File: config.mk
export PLATFORM = sky130hd
export DESIGN_NAME = serial_adder
export DESIGN_NICKNAME = d
export VERILOG_FILES = /design/src/rtl/serial_adder.sv
export SDC_FILE = /design/constraint.sdc
export NUM_CORES = 1
export LEC_CHECK = 0
export CAP_MARGIN = 10
export CORE_UTILIZATION = 40
export DETAILED_ROUTE_END_ITERATION = 7
export GPL_ROUTABILITY_DRIVEN = 0
export PLACE_DENSITY_LB_ADDON = 0.1
export SYNTH_ARGS = -nofsm -noshare
export SYNTH_HDL_FRONTEND = slang
export SYNTH_SLANG_ARGS = --single-unit
File: constraint.sdc
create_clock -name clk -period 2.7 [get_ports clk]
set_input_delay 0.54 -clock clk [delete_from_list [all_inputs] [get_ports clk]]
set_output_delay 0.54 -clock clk [all_outputs]
set_load 0.01 [all_outputs]
File: src/rtl/serial_adder.sv
// serial_adder: bit-serial LSB-first unsigned adder with valid/ready handshakes
module serial_adder #(
  parameter int WIDTH = 8
) (
  input  logic             clk,
  input  logic             rst_n,
  input  logic             in_valid,
  output logic             in_ready,
  input  logic [WIDTH-1:0] a,
  input  logic [WIDTH-1:0] b,
  output logic             out_valid,
  input  logic             out_ready,
  output logic [WIDTH-1:0] sum,
  output logic             carry_out
);
  localparam int CW = $clog2(WIDTH);
  localparam logic [CW-1:0] LAST = CW'(WIDTH - 1);
  typedef enum logic [1:0] {IDLE, RUN, DONE} state_t;
  state_t state_q, state_d;
  logic [WIDTH-1:0] a_q, a_d, b_q, b_d, sum_q, sum_d;
  logic [CW-1:0] cnt_q, cnt_d;
  logic c_q, c_d, ai, bi;
  always_comb begin
    state_d = state_q;
    a_d = a_q;
    b_d = b_q;
    sum_d = sum_q;
    cnt_d = cnt_q;
    c_d = c_q;
    ai = a_q[cnt_q];
    bi = b_q[cnt_q];
    if (state_q == IDLE && in_valid) begin
      a_d = a;
      b_d = b;
      sum_d = '0;
      cnt_d = '0;
      c_d = 1'b0;
      state_d = RUN;
    end else if (state_q == RUN) begin
      sum_d[cnt_q] = ai ^ bi ^ c_q;
      c_d = (ai & bi) | (ai & c_q) | (bi & c_q);
      cnt_d = cnt_q == LAST ? cnt_q : cnt_q + CW'(1);
      state_d = cnt_q == LAST ? DONE : RUN;
    end else if (state_q == DONE && out_ready) begin
      state_d = IDLE;
    end
  end
  always_ff @(posedge clk) begin
    if (!rst_n) begin
      state_q <= IDLE;
      a_q <= '0;
      b_q <= '0;
      sum_q <= '0;
      cnt_q <= '0;
      c_q <= 1'b0;
    end else begin
      state_q <= state_d;
      a_q <= a_d;
      b_q <= b_d;
      sum_q <= sum_d;
      cnt_q <= cnt_d;
      c_q <= c_d;
    end
  end
  assign in_ready = state_q == IDLE;
  assign out_valid = state_q == DONE;
  assign sum = out_valid ? sum_q : '0;
  assign carry_out = out_valid & c_q;
endmodule

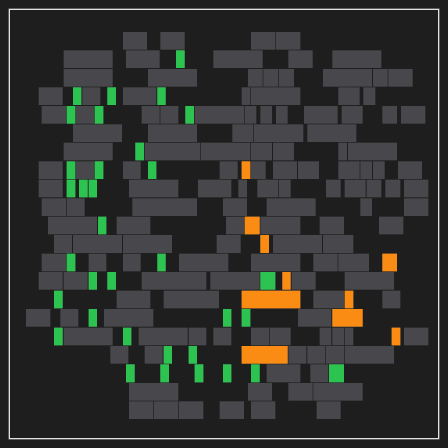
Run 1: gate families picked out
Key: green = nand cells [cells 34]; orange = nor cells [cells 10]

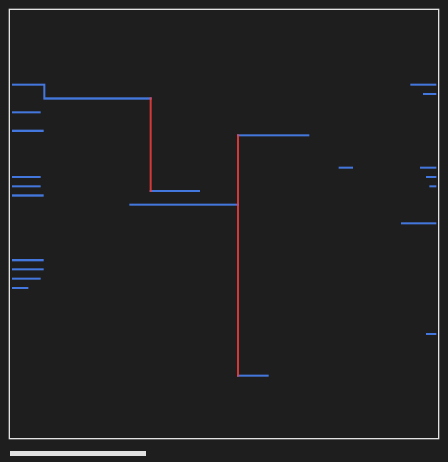
Run 1: wiring by layer
The bar under the picture is 20 um long. Only two layers are drawn.
Key: blue = metal 3 [wire length 112 um]; red = metal 4 [wire length 49.0 um]
overall via count from detail_route: 1168
routed len/inst: 12.4 um
GRT Total Usage: 16.3%
drt total wl: 2.82 mm

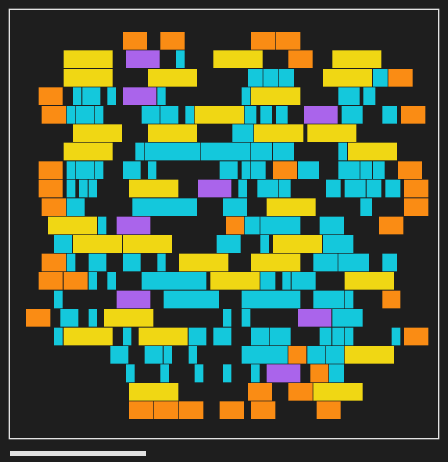
Run 1: cell classes on the final placement
The bar under the picture is 20 um long.
Key: orange = remaining buffers and delay cells [cells 34, share of their area 18%]; yellow = sequential cells [cells 30, share of their area 33%]; purple = clock drivers and dummy loads [cells 8, share of their area 6.0%]; cyan = combinational and other logic [cells 110, share of their area 43%]

==> run summary, run 1 <==
impl run done, here's what came out: maximum number of pins on one net before global-route repair 20, final total negative setup slack 0 ns, maximum buffer depth of the clock tree 2, combinational power 0.126 mW, yosys cell count 153, Regs by FF count a_q: 8 flops, b_q: 8 flops, sum_q: 8 flops, area share of xor/xnor cells in the synthesized design 0.588%, buffer share of cell area 17.5%, total area of sequential cells 601 um^2, net count after synthesis roughly 180, uppermost signal routing layer after detailed routing met4, number of sequential cells in the layout 30, fraction of standard cell area in multi-input logic between 40% and 50%, cell-internal power 0.790 mW, ant diodes 0, Post-CTS Resized 0, share of the final layout cell area in sequential cells 31.8%, cell area after technology mapping 1490 um^2, Leading power group registers, net switching power 0.236 mW, slowest stage cell on the critical path sky130_fd_sc_hd__clkdlybuf4s50_1, multi-input logic area between 700 and 800 um^2, Mean Syn Cell Area approximately 10 um^2, leading cell category by total area combinational gates, number of multi-input combinational cells in the layout 106, path depth of the worst reg2reg path 4, met1 layer usage reported by global route 16.2%, proportion of power drawn by the clock network 41.0%, WHS approximately 0.45 ns, first-pass GRT wire length 4.97 mm, arrival time at the worst endpoint 1.93 ns, number of fill cells 334, share of post-route cells with drive strength above 1 10.4%, beginning of the worst hold path b_q[6], kind of start point of the critical path register, FF-to-FF setup slack 0.45 ns, switching share of power 23.0%, seq pwr 0.479 mW, maximum net fanout on the critical path 12, Non-Filler Cell Area, Final 1890 um^2, portion of total power attributed to sequential cells 46.7%, number of buffers added to fix hold violations after cts 0, most used routing layer in global routing met2, startpoint of the worst setup timing path state_q[0], r2r endpoint sum_q[0], number of cells on the critical path 3, CTS root buf sky130_fd_sc_hd__clkbuf_8, flops out of synthesis 30, routed length on met3 112 um, Final Hold Violating Endpoints 0, type of the most critical hold path reg2reg, fraction of the mapped netlist area in adder cells just over 3%, area of the die just under 4000 um^2, CP delay by family, top simple AND/OR/NAND/NOR gates, met2 track utilization from global routing 29.6%, run status finished, final reports clean, number of max-slew violations in the final report 0, register area share after synthesis 40.3%, clock network area share 5.82%, Final #Nets 204, H-tree depth reported by CTS 2, cell type with the highest aggregate area in the netlist sky130_fd_sc_hd__dfxtp_1, worst rel slew slack between 50% and 60%, RSZ-0062 raised after global routing false, number of cells produced by synthesis around 150, total CTS buffers 5, worst setup path endpoint sum[1], Vias per Instance about 5, Cell Area, Placed 1780 um^2, layout inverter count without the clock tree 4, WP data required roughly 2.2 ns, most common cell after layout, fill and taps aside sky130_fd_sc_hd__nand2_1, worst-margin pin slew about 0.6 ns, hold-critical path endpoint b_q[6], capturing element type of the critical path output port, fraction of registers with async set/reset 0%, Final Cycle Share 91.4%, tally of unique sky130hd cells used after synthesis 32, largest non-sequential cell family by area simple AND/OR/NAND/NOR gates, insertion delay of the later-clocked pin in the worst-skew pair 0.28 ns, Power Density about 540 nW/um^2, Metal-1 WL 1.20 mm, total power consumption of the routed design just over 1 mW, num rows 21, post-place setup slack 0.426 ns, Sink Count 30, hold path cells 2
==> inputs of run 2 (changes only) <==
--- a/config.mk
+++ b/config.mk
@@ -6,6 +6,7 @@
 export NUM_CORES = 1
 export LEC_CHECK = 0
 export CAP_MARGIN = 10
+export CORE_MARGIN = 2
 export CORE_UTILIZATION = 40
 export DETAILED_ROUTE_END_ITERATION = 7
 export GPL_ROUTABILITY_DRIVEN = 0
==> run 2 against run 1 <==
Against the previous run:
- clock skew fell by 0.0054 ns
- die area rose by 6.4%
- routed wire length fell by 6.1%
- synthesized cell count did not move
- cell count did not move
- global-route usage fell by 2.4 points
- sequential cell count did not move
- worst setup slack improved by 0.038 ns
- clock-buffer cell count fell by 1
- synthesized area did not move
- clock power fell by 24%
- largest cell class unchanged
- highest routed layer unchanged
==> run summary, run 2 <==
impl run done, here's what came out: number of cells on the critical path 3 (unchanged), Power Density 499 nW/um^2 (-8.1%), Mean Syn Cell Area 9.73 um^2 (unchanged), leading cell category by total area combinational gates, type of the most critical hold path reg2reg, first-pass GRT wire length 4.42 mm (-11%), routed length on met3 125 um (+12%), number of cells produced by synthesis 153 (unchanged), path depth of the worst reg2reg path 4 (unchanged), overall via count from detail_route 1127 (-3.5%), proportion of power drawn by the clock network 34.8% (-6.2 points), cell type with the highest aggregate area in the netlist sky130_fd_sc_hd__dfxtp_1, net count after synthesis 176 (unchanged), slowest stage cell on the critical path sky130_fd_sc_hd__clkdlybuf4s50_1, area share of xor/xnor cells in the synthesized design 0.588% (unchanged), final total negative setup slack 0 ns (unchanged), worst-margin pin slew 0.602 ns (-0.00953 ns), flops out of synthesis 30 (unchanged), most used routing layer in global routing met2, CTS root buf sky130_fd_sc_hd__clkbuf_8, total area of sequential cells 601 um^2 (unchanged), worst setup path endpoint sum[7], number of sequential cells in the layout 30 (unchanged), routed len/inst 11.6 um (-6.1%), tally of unique sky130hd cells used after synthesis 32 (unchanged), maximum buffer depth of the clock tree 2 (unchanged), Final Hold Violating Endpoints 0 (unchanged), area of the die 4230 um^2 (+6.4%), H-tree depth reported by CTS 2 (unchanged), number of max-slew violations in the final report 0 (unchanged), Cell Area, Placed 1780 um^2 (-0.28%), fraction of standard cell area in multi-input logic 42.0% (+0.86 points), Metal-1 WL 1.21 mm (+0.33%), beginning of the worst hold path a_q[6], capturing element type of the critical path output port, arrival time at the worst endpoint 1.89 ns (-0.04 ns), clock network area share 4.12% (-1.7 points), ant diodes 0 (unchanged), combinational power 0.122 mW (-3%), post-place setup slack 0.486 ns (+0.0604 ns), Regs by FF count a_q: 8 flops, b_q: 8 flops, sum_q: 8 flops, hold-critical path endpoint a_q[6], register area share after synthesis 40.3% (unchanged), layout inverter count without the clock tree 4 (unchanged), Sink Count 30 (unchanged), run status finished, final reports clean, Leading power group registers, met1 layer usage reported by global route 16.0% (-0.23 points), number of buffers added to fix hold violations after cts 0 (unchanged), startpoint of the worst setup timing path state_q[0], WHS 0.451 ns (+0.000655 ns), cell area after technology mapping 1490 um^2 (unchanged), number of multi-input combinational cells in the layout 106 (unchanged), buffer share of cell area 17.4% (-0.039 points), cell-internal power 0.708 mW (-10%), largest non-sequential cell family by area simple AND/OR/NAND/NOR gates, share of the final layout cell area in sequential cells 32.4% (+0.67 points), maximum net fanout on the critical path 12 (unchanged), RSZ-0062 raised after global routing false, insertion delay of the later-clocked pin in the worst-skew pair 0.27 ns (about the same), share of post-route cells with drive strength above 1 8.33% (-2.1 points), net switching power 0.215 mW (-8.8%), kind of start point of the critical path register, uppermost signal routing layer after detailed routing met4, drt total wl 2.65 mm (-6.1%)
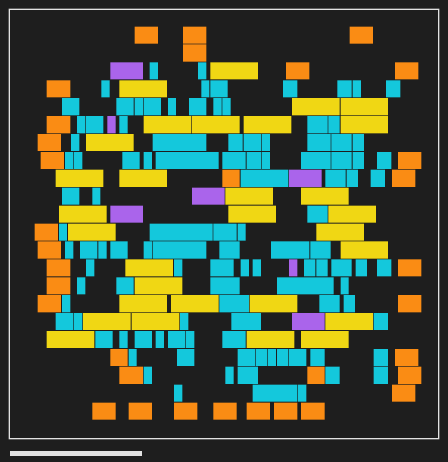
Run 2: cell classes on the final placement
The bar under the picture is 20 um long.
Key: orange = remaining buffers and delay cells [cells 33, share of their area 18%]; yellow = sequential cells [cells 30, share of their area 34%]; cyan = combinational and other logic [cells 110, share of their area 44%]; purple = clock drivers and dummy loads [cells 7, share of their area 4.3%]
num rows: 22
Non-Filler Cell Area, Final: 1850 um^2

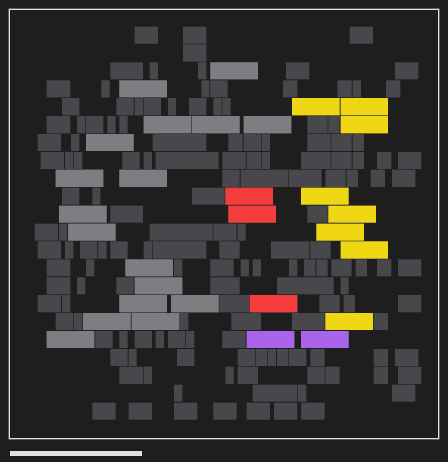
Run 2: sequential cells colored by netlist name
The bar under the picture is 20 um long. Other sequential cells in the stronger gray, the rest of the logic in the fainter gray.
Key: purple = state_q [sequential cells 2]; yellow = sum_q [sequential cells 8, where right middle]; red = cnt_q [sequential cells 3]
Another 17 sequential cells are not colored.

No activity file was given, so power comes from the tool's default toggle rates.
